--- src/rtl/mem_stage_ctrl_pkg.sv ---
// Shared types and constants for the MEM-stage controller.
// The MEM_TIMEOUT_EN build option lives in mem_stage_ctrl.sv.
package mem_pkg;

  localparam int unsigned AW_DEF = 32;
  localparam int unsigned DW     = 32;
  localparam int unsigned RW     = 5;
  localparam int unsigned ST_W   = 2;

  localparam logic [ST_W-1:0] ST_IDLE = 2'd0;
  localparam logic [ST_W-1:0] ST_REQ  = 2'd1;
  localparam logic [ST_W-1:0] ST_RESP = 2'd2;

  localparam logic [1:0] WORD_ALIGN_MASK = 2'b11;

  typedef struct packed {
    logic reg_write;
    logic mem_to_reg;
  } wb_ctrl_t;

  typedef struct packed {
    wb_ctrl_t          ctrl;
    logic [DW-1:0]     read_data;
    logic [DW-1:0]     alu_result;
    logic [RW-1:0]     wbreg;
  } mem_wb_t;

  // Control fields loaded into MEM/WB when the stage inserts a bubble.
  localparam wb_ctrl_t WB_CTRL_BUBBLE = '{reg_write: 1'b0, mem_to_reg: 1'b0};

  function automatic logic is_misaligned(input logic [1:0] addr_lo);
    return |(addr_lo & WORD_ALIGN_MASK);
  endfunction

endpackage

--- src/rtl/mem_stage_ctrl_if.sv ---
// Data-memory req/gnt/rvalid bus between the MEM stage (master) and memory (slave).
interface mem_stage_ctrl_if #(
  parameter int unsigned AW = mem_pkg::AW_DEF
) ();

  logic          dmem_req;
  logic          dmem_we;
  logic [AW-1:0] dmem_addr;
  logic [31:0]   dmem_wdata;
  logic          dmem_gnt;
  logic          dmem_rvalid;
  logic [31:0]   dmem_rdata;

  modport master (
    output dmem_req, dmem_we, dmem_addr, dmem_wdata,
    input  dmem_gnt, dmem_rvalid, dmem_rdata
  );

  modport slave (
    input  dmem_req, dmem_we, dmem_addr, dmem_wdata,
    output dmem_gnt, dmem_rvalid, dmem_rdata
  );

endinterface

--- src/rtl/mem_stage_ctrl_mem_wb_reg.sv ---
// MEM/WB pipeline register: bubble clears the control fields and holds the data fields.
module mem_wb_reg
  import mem_pkg::*;
(
  input  logic          clk,
  input  logic          rst_n,
  input  logic          i_bubble,
  input  logic          i_load_done,
  input  wb_ctrl_t      i_ctrl,
  input  logic [DW-1:0] i_alu_result,
  input  logic [RW-1:0] i_wbreg,
  input  logic [DW-1:0] i_rdata,
  output mem_wb_t       o_q
);

  mem_wb_t r_q;

  always_ff @(posedge clk or negedge rst_n) begin
    if (!rst_n) begin
      r_q <= '0;
    end else if (i_bubble) begin
      r_q.ctrl <= WB_CTRL_BUBBLE;
    end else begin
      r_q.ctrl       <= i_ctrl;
      r_q.alu_result <= i_alu_result;
      r_q.wbreg      <= i_wbreg;
      if (i_load_done) begin
        r_q.read_data <= i_rdata;
      end
    end
  end

  assign o_q = r_q;

endmodule

--- src/rtl/mem_stage_ctrl.sv ---
// MEM-stage engine: data-memory handshake FSM, stall generation, PC select, MEM/WB load.
// Optional build macro MEM_TIMEOUT_EN adds an access watchdog and the err_timeout port.
module mem_stage_ctrl
  import mem_pkg::*;
#(
  parameter int unsigned AW = AW_DEF
`ifdef MEM_TIMEOUT_EN
  , parameter int unsigned TIMEOUT_CYCLES = 64
`endif
) (
  input  logic                clk,
  input  logic                rst_n,
  input  logic                mem_read_ex_mem,
  input  logic                mem_write_ex_mem,
  input  logic                mem_to_reg_ex_mem,
  input  logic                reg_write_ex_mem,
  input  logic                branch_ex_mem,
  input  logic                zero_ex_mem,
  input  logic                jump_ex_mem,
  input  logic [31:0]         alu_result_ex_mem,
  input  logic [31:0]         rt_data_ex_mem,
  input  logic [4:0]          writebackreg_ex_mem,
  mem_stage_ctrl_if.master    dmem,
  output logic                stall_mem,
  output logic                pcsrc_branch,
  output logic                pcsrc_jump,
  output logic                err_misaligned,
`ifdef MEM_TIMEOUT_EN
  output logic                err_timeout,
`endif
  output logic                reg_write_mem_wb,
  output logic                mem_to_reg_mem_wb,
  output logic [31:0]         read_data_mem_wb,
  output logic [31:0]         alu_result_mem_wb,
  output logic [4:0]          writebackreg_mem_wb
);

  logic [ST_W-1:0] r_state;
  logic [ST_W-1:0] w_state_pre;
  logic [ST_W-1:0] w_state_nxt;
  logic            w_mem_op;
  logic            w_is_store;
  logic            w_misaligned;
  logic            w_req;
  logic            w_done;
  logic            w_load_done;
  logic            w_stall_raw;
  logic            w_abort;
  logic            r_err_misaligned;
  mem_wb_t         w_mem_wb;

  assign w_mem_op     = mem_read_ex_mem | mem_write_ex_mem;
  assign w_is_store   = mem_write_ex_mem;
  assign w_misaligned = w_mem_op & is_misaligned(alu_result_ex_mem[1:0]);

  always_ff @(posedge clk or negedge rst_n) begin
    if (!rst_n) begin
      r_state <= ST_IDLE;
    end else begin
      r_state <= w_state_nxt;
    end
  end

  // Handshake sequencing; a store retires on gnt, a load on rvalid.
  always_comb begin
    w_state_pre = r_state;
    w_req       = 1'b0;
    w_done      = 1'b0;
    w_load_done = 1'b0;
    case (r_state)
      ST_IDLE: begin
        if (w_mem_op && !w_misaligned) begin
          w_req = 1'b1;
          if (dmem.dmem_gnt) begin
            if (w_is_store) begin
              w_done = 1'b1;
            end else begin
              w_state_pre = ST_RESP;
            end
          end else begin
            w_state_pre = ST_REQ;
          end
        end
      end
      ST_REQ: begin
        w_req = 1'b1;
        if (dmem.dmem_gnt) begin
          if (w_is_store) begin
            w_done      = 1'b1;
            w_state_pre = ST_IDLE;
          end else begin
            w_state_pre = ST_RESP;
          end
        end
      end
      ST_RESP: begin
        if (dmem.dmem_rvalid) begin
          w_done      = 1'b1;
          w_load_done = 1'b1;
          w_state_pre = ST_IDLE;
        end
      end
      default: w_state_pre = ST_IDLE;
    endcase
  end

  assign w_stall_raw = w_mem_op & ~w_done & ~w_misaligned;
  assign w_state_nxt = w_abort ? ST_IDLE : w_state_pre;

`ifdef MEM_TIMEOUT_EN
  localparam int unsigned CNT_W = $clog2(TIMEOUT_CYCLES + 1);

  logic [CNT_W-1:0] r_to_cnt;
  logic             r_err_timeout;

  assign w_abort = w_stall_raw & (r_to_cnt == CNT_W'(TIMEOUT_CYCLES - 1));

  // Counts consecutive stalled cycles of the current access.
  always_ff @(posedge clk or negedge rst_n) begin
    if (!rst_n) begin
      r_to_cnt      <= '0;
      r_err_timeout <= 1'b0;
    end else begin
      r_err_timeout <= w_abort;
      if (w_stall_raw && !w_abort) begin
        r_to_cnt <= r_to_cnt + CNT_W'(1);
      end else begin
        r_to_cnt <= '0;
      end
    end
  end

  assign err_timeout = r_err_timeout;
`else
  assign w_abort = 1'b0;
`endif

  always_ff @(posedge clk or negedge rst_n) begin
    if (!rst_n) begin
      r_err_misaligned <= 1'b0;
    end else begin
      r_err_misaligned <= w_misaligned;
    end
  end

  // Request is gated by reset so nothing leaves the stage while it is held.
  assign dmem.dmem_req   = w_req & rst_n;
  assign dmem.dmem_we    = w_is_store;
  assign dmem.dmem_addr  = AW'(alu_result_ex_mem);
  assign dmem.dmem_wdata = rt_data_ex_mem;

  assign stall_mem      = w_stall_raw & ~w_abort & rst_n;
  assign pcsrc_branch   = branch_ex_mem & zero_ex_mem;
  assign pcsrc_jump     = jump_ex_mem;
  assign err_misaligned = r_err_misaligned;

  mem_wb_reg u_mem_wb_reg (
    .clk          (clk),
    .rst_n        (rst_n),
    .i_bubble     (w_stall_raw | w_misaligned),
    .i_load_done  (w_load_done),
    .i_ctrl       ('{reg_write: reg_write_ex_mem, mem_to_reg: mem_to_reg_ex_mem}),
    .i_alu_result (alu_result_ex_mem),
    .i_wbreg      (writebackreg_ex_mem),
    .i_rdata      (dmem.dmem_rdata),
    .o_q          (w_mem_wb)
  );

  assign reg_write_mem_wb    = w_mem_wb.ctrl.reg_write;
  assign mem_to_reg_mem_wb   = w_mem_wb.ctrl.mem_to_reg;
  assign read_data_mem_wb    = w_mem_wb.read_data;
  assign alu_result_mem_wb   = w_mem_wb.alu_result;
  assign writebackreg_mem_wb = w_mem_wb.wbreg;

endmodule

--- src/flat_wrapper.sv ---
// flat-port wrapper written by rule: the top's interface ports become plain ports
module mem_stage_ctrl_flat import mem_pkg::*;
#(
  parameter int unsigned AW = AW_DEF

)
  (clk, rst_n, mem_read_ex_mem, mem_write_ex_mem, mem_to_reg_ex_mem, reg_write_ex_mem, branch_ex_mem, zero_ex_mem, jump_ex_mem, alu_result_ex_mem, rt_data_ex_mem, writebackreg_ex_mem, stall_mem, pcsrc_branch, pcsrc_jump, err_misaligned, reg_write_mem_wb, mem_to_reg_mem_wb, read_data_mem_wb, alu_result_mem_wb, writebackreg_mem_wb, dmem_dmem_req, dmem_dmem_we, dmem_dmem_addr, dmem_dmem_wdata, dmem_dmem_gnt, dmem_dmem_rvalid, dmem_dmem_rdata);
  mem_stage_ctrl_if #(.AW(AW)) dmem_i ();
  input  logic clk;
  input  logic rst_n;
  input  logic mem_read_ex_mem;
  input  logic mem_write_ex_mem;
  input  logic mem_to_reg_ex_mem;
  input  logic reg_write_ex_mem;
  input  logic branch_ex_mem;
  input  logic zero_ex_mem;
  input  logic jump_ex_mem;
  input  logic [31:0] alu_result_ex_mem;
  input  logic [31:0] rt_data_ex_mem;
  input  logic [4:0] writebackreg_ex_mem;
  output logic stall_mem;
  output logic pcsrc_branch;
  output logic pcsrc_jump;
  output logic err_misaligned;
  output logic reg_write_mem_wb;
  output logic mem_to_reg_mem_wb;
  output logic [31:0] read_data_mem_wb;
  output logic [31:0] alu_result_mem_wb;
  output logic [4:0] writebackreg_mem_wb;
  output wire logic [$bits(dmem_i.dmem_req)-1:0] dmem_dmem_req;
  output wire logic [$bits(dmem_i.dmem_we)-1:0] dmem_dmem_we;
  output wire logic [$bits(dmem_i.dmem_addr)-1:0] dmem_dmem_addr;
  output wire logic [$bits(dmem_i.dmem_wdata)-1:0] dmem_dmem_wdata;
  input wire logic [$bits(dmem_i.dmem_gnt)-1:0] dmem_dmem_gnt;
  input wire logic [$bits(dmem_i.dmem_rvalid)-1:0] dmem_dmem_rvalid;
  input wire logic [$bits(dmem_i.dmem_rdata)-1:0] dmem_dmem_rdata;
  assign dmem_dmem_req = dmem_i.dmem_req;
  assign dmem_dmem_we = dmem_i.dmem_we;
  assign dmem_dmem_addr = dmem_i.dmem_addr;
  assign dmem_dmem_wdata = dmem_i.dmem_wdata;
  assign dmem_i.dmem_gnt = dmem_dmem_gnt;
  assign dmem_i.dmem_rvalid = dmem_dmem_rvalid;
  assign dmem_i.dmem_rdata = dmem_dmem_rdata;
  mem_stage_ctrl #(.AW(AW)) u_core (.clk(clk), .rst_n(rst_n), .mem_read_ex_mem(mem_read_ex_mem), .mem_write_ex_mem(mem_write_ex_mem), .mem_to_reg_ex_mem(mem_to_reg_ex_mem), .reg_write_ex_mem(reg_write_ex_mem), .branch_ex_mem(branch_ex_mem), .zero_ex_mem(zero_ex_mem), .jump_ex_mem(jump_ex_mem), .alu_result_ex_mem(alu_result_ex_mem), .rt_data_ex_mem(rt_data_ex_mem), .writebackreg_ex_mem(writebackreg_ex_mem), .dmem(dmem_i), .stall_mem(stall_mem), .pcsrc_branch(pcsrc_branch), .pcsrc_jump(pcsrc_jump), .err_misaligned(err_misaligned), .reg_write_mem_wb(reg_write_mem_wb), .mem_to_reg_mem_wb(mem_to_reg_mem_wb), .read_data_mem_wb(read_data_mem_wb), .alu_result_mem_wb(alu_result_mem_wb), .writebackreg_mem_wb(writebackreg_mem_wb));
endmodule
--- config.mk ---
export PLATFORM = sky130hd
export DESIGN_NAME = mem_stage_ctrl_flat
export DESIGN_NICKNAME = d
export VERILOG_FILES = /design/src/rtl/mem_stage_ctrl_pkg.sv /design/src/rtl/mem_stage_ctrl_if.sv /design/src/rtl/mem_stage_ctrl_mem_wb_reg.sv /design/src/rtl/mem_stage_ctrl.sv /design/src/flat_wrapper.sv
export SDC_FILE = /design/constraint.sdc
export NUM_CORES = 1
export LEC_CHECK = 0
export CAP_MARGIN = 20
export CORE_MARGIN = 4
export CORE_UTILIZATION = 34
export CTS_BUF_LIST = sky130_fd_sc_hd__clkbuf_16
export DETAILED_ROUTE_END_ITERATION = 10
export HOLD_SLACK_MARGIN = 0.05
export PLACE_DENSITY = 0.86
export SLEW_MARGIN = 20
export SYNTH_ARGS = -nofsm -noshare
export SYNTH_HDL_FRONTEND = slang
export SYNTH_SLANG_ARGS = --single-unit
--- constraint.sdc ---
create_clock -name clk -period 1.91 [get_ports clk]
set_input_delay 0.573 -clock clk [delete_from_list [all_inputs] [get_ports clk]]
set_output_delay 0.573 -clock clk [all_outputs]
set_load 0.02 [all_outputs]
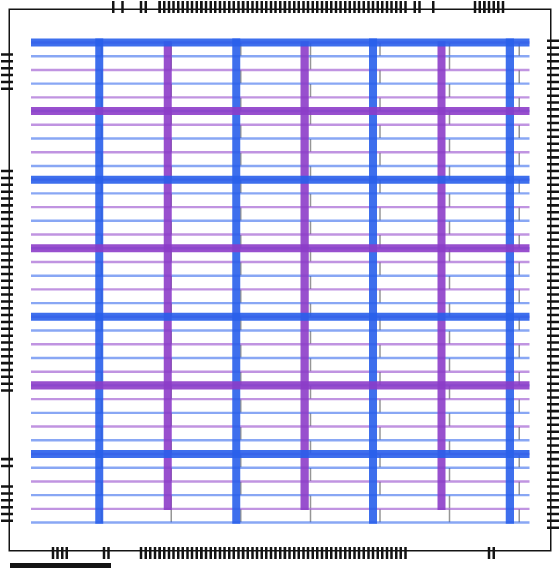
Figure 1: run 1, power grid.
Bar = 20 microns. Pins as bars on the die edge. Tap cells in grey.
blue -> VSS
purple -> VDD
tap cells = 129
met4 straps = 7
signal pins = 253
met1 rails = 36

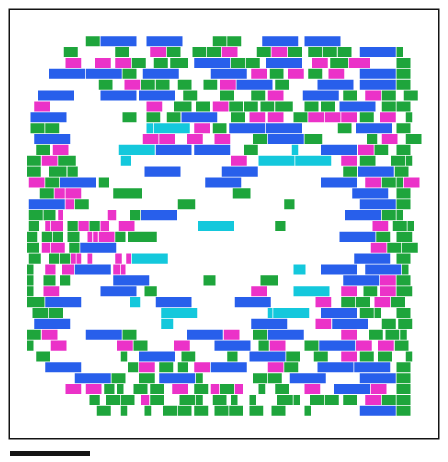
Figure 2: run 1, cells coloured by class.
Bar = 20 microns.
blue -> flip-flops  # cells 74, share of their area 37%
green -> other buffers and delay cells  # cells 208, share of their area 39%
magenta -> all other logic  # cells 94, share of their area 19%
cyan -> clock drivers and dummy loads  # cells 16, share of their area 5.4%

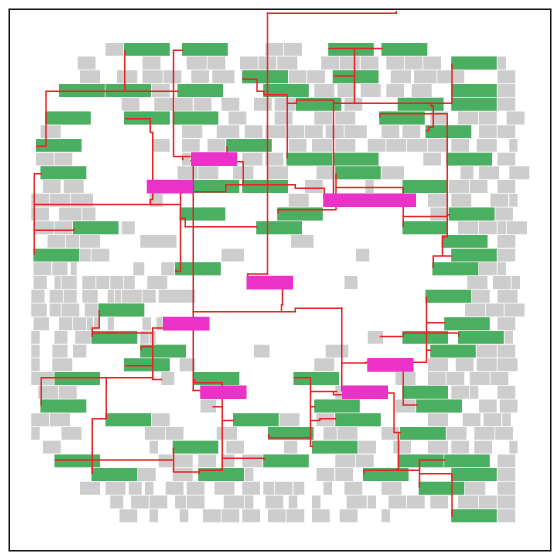
Figure 3: run 1, clock wires, drivers and flops.
green -> flip-flops  # count 74
red -> clock wires  # length 994 microns
magenta -> cells driving clock nets  # count 9
routed clock nets = 10
flops lie = spread over the die

==> run 1: layout make-up <==
class / instances / share of cell area (%)
tap: 129 / 3.13
clock buffer: 9 / 4.36
timing repair buffer: 208 / 37.8
inverter: 2 / 0.145
multi-input combinational: 92 / 17.9
sequential: 74 / 35.9
clock inverter: 7 / 0.897
==> run 1: worst register-to-register path, cell delays in order (launching register included) <==
cell and delay (ps):
dfrtp_1 420, nand3b_1 190, buf_4 140, buf_4 120, a21boi_2 190, nor2_4 50
buf_12 170, mux2_2 310
==> run 1: cells by family after synthesis <==
kind of cell,synth area share [%]
buffers and inverters,17.2
DFF,55.5
muxes,22.7
and+or+nand+nor,3.79
AOI/OAI and AO/OA,0.825
==> flow_summary.toml, run 1 <==
# physical design summary
[drt]
viasPerCell = 4.40
wl_met2_mm = 4.59
wl_per_cell_microns = 16.4

[place]
post-place-ws_ps = -840

[yosys]
async_flop_share_pct = 100
ys_cells = 241
ys.warnings.count = 0
synth_cell_type_count = 22
yosysMostFrequentCell = "dfrtp_1"

[timing]
slew_headroom_pct = 38.5
whs_ps = 501
hold_viol_final = 0

[setup_path]
cp.required_ps = 1340

[grt]
grt_max_degree = 75
grtUsageTotal_pct = 14.6

[finish]
largest_reg_flops = 71
drive_above_1_share_pct = 37.5

[power]
ir_drop_v = 0.000458
maxPowerGroup = "sequential cells"

[outcome]
status = "completed"

[clock_network]
cts_hold_buffers = 0
clock.latency.late_pin_ps = 320
cts_root_buf = "clkbuf_16"

[floorplanning]
fp.dieW_microns = 107
fp.dieH_microns = 107
Figure 4. Routing congestion map (run 1).
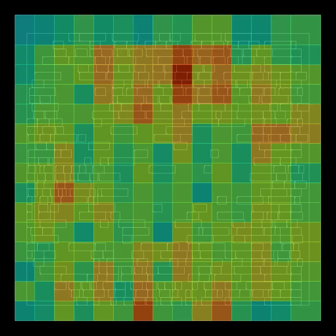

==> run 2, diff against run 1 <==
--- a/config.mk
+++ b/config.mk
@@ -6,12 +6,13 @@
 export NUM_CORES = 1
 export LEC_CHECK = 0
 export CAP_MARGIN = 20
-export CORE_MARGIN = 4
+export CORE_MARGIN = 8
 export CORE_UTILIZATION = 34
 export CTS_BUF_LIST = sky130_fd_sc_hd__clkbuf_16
 export DETAILED_ROUTE_END_ITERATION = 10
 export HOLD_SLACK_MARGIN = 0.05
 export PLACE_DENSITY = 0.86
+export REMOVE_ABC_BUFFERS = 1
 export SLEW_MARGIN = 20
 export SYNTH_ARGS = -nofsm -noshare
 export SYNTH_HDL_FRONTEND = slang
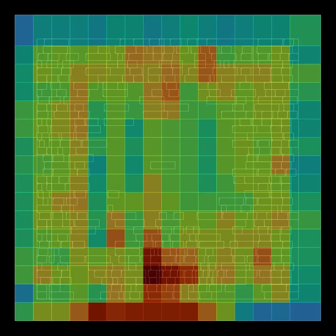
Figure 5: run 2, routing congestion map.
GR Util All Layers: 15.8%
GR peak layer: met2
Final Util: 54.0%
WL per Instance: 20.1 microns

==> run 2 against run 1 <==
Against the previous run:
- clock skew down 2.5 ps
- wire length up 23%
- worst setup slack better by 1.3 ps
- synthesized area unchanged
- clock power up 22%
- sequential cell count unchanged
- sequential share of layout area down 0.29 points
- total power up 5.8%
- synthesized cell count unchanged
- non-clock buffer count down 4
- cell count up 0.19%
==> flow_summary.toml, run 2 <==
# physical design summary
[place]
portBuffers = 186
dp_cells = 501
place_area_sq_um = 4920
post-place-ws_ps = -921
dpl.hpwl_mm = 8.18

[yosys]
synth_cell_type_count = 22
top_area_cell = "dfrtp_1"
ys_cells = 241
synthCells = 241
ys.warnings.count = 0
syn_avg_cell_area_sq_um = 13.9
yosysMostFrequentCell = "dfrtp_1"
async_flop_share_pct = 100
synthFlopType = "dfrtp_1"

[finish]
final_common_cell = "clkdlybuf4s50_1"
drive_above_1_share_pct = 37.0
num_antenna_cells = 0
largest_reg_flops = 71

[power]
maxPowerGroup = "sequential cells"
leakage_nw = 2.45
finalPower_mw = 6.08
ir_drop_v = 0.000579

[grt]
gr-usage-met3_pct = 11.7
grt_max_degree = 75
grt_use_met2_pct = 21.2
grt_pass1_wl_mm = 15.4

[clock_network]
clk_path_buf_depth = 2
cts_max_level = 3
cts_root_buf = "clkbuf_16"
clock.latency.late_pin_ps = 320

[setup_path]
crit_path_end_kind = "output pin"
cp_max_fo = 2
cp.required_ps = 1340
reg2reg_from = "u_core.r_state[1]$_DFFE_PN0P_"
crit_family = "buffers and inverters"

[floorplanning]
io_pins = 253
fp.dieW_microns = 115
fp.dieH_microns = 115

[timing]
slew_headroom_pct = 38.5
clock_skew_ps = 4.16
rsz0062_at_grt = "true"
whs_ps = 500
finalMaxSlewViolations = 0
hold_viol_final = 0
max_slew.worst_pin.slew_ps = 922
period_used_pct = 99.3

[drt]
viasPerCell = 4.44
wl_met2_mm = 4.26
drt_pass1_iterations = 4

[outcome]
status = "completed"
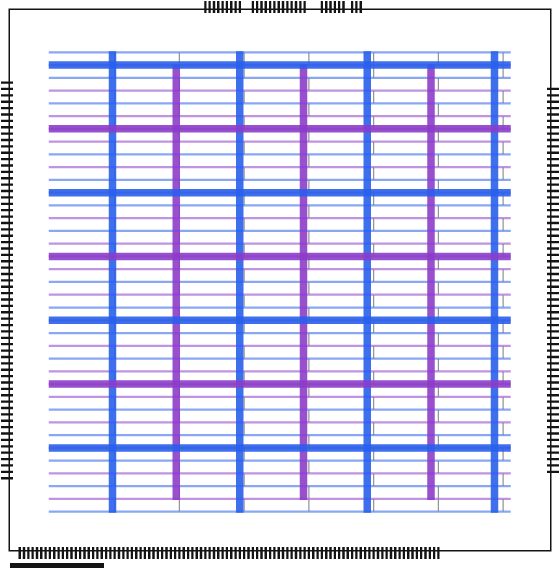
Figure 6: run 2, power grid.
Bar = 20 microns. Pins as bars on the die edge. Tap cells in grey.
purple -> VDD
blue -> VSS
met5 straps = 7
met4 straps = 7
met1 rails = 37
tap cells = 133

## run 2: logic make-up (layout without fill, tap and decap cells)
family,after synthesis,in the layout,synth area share [%]
flops,74,74,55.5
compound gates,3,3,0.825
mux,67,67,22.7
simple gates,22,23,3.79
buf+inv,75,222,17.2
## run 2: layout make-up
cell class	count	area, sq um	area share, %
sequential	74	1850	35.6
timing repair buffer	204	1910	36.8
clock buffer	9	225	4.33
multi-input combinational	93	933	17.9
clock inverter	7	108	2.07
inverter	2	7.51	0.144
tap	133	166	3.20
## run 2: repair_timing
action                                  in CTS  in global routing
endpoints found under the setup margin      83                 52
gates cloned                                 1                  0
hold buffers                                 0                  0
buffers inserted                             4                  0
resized                                    139                 35
pin swaps                                    6                  2
Power is estimated from default activity; no workload was simulated.
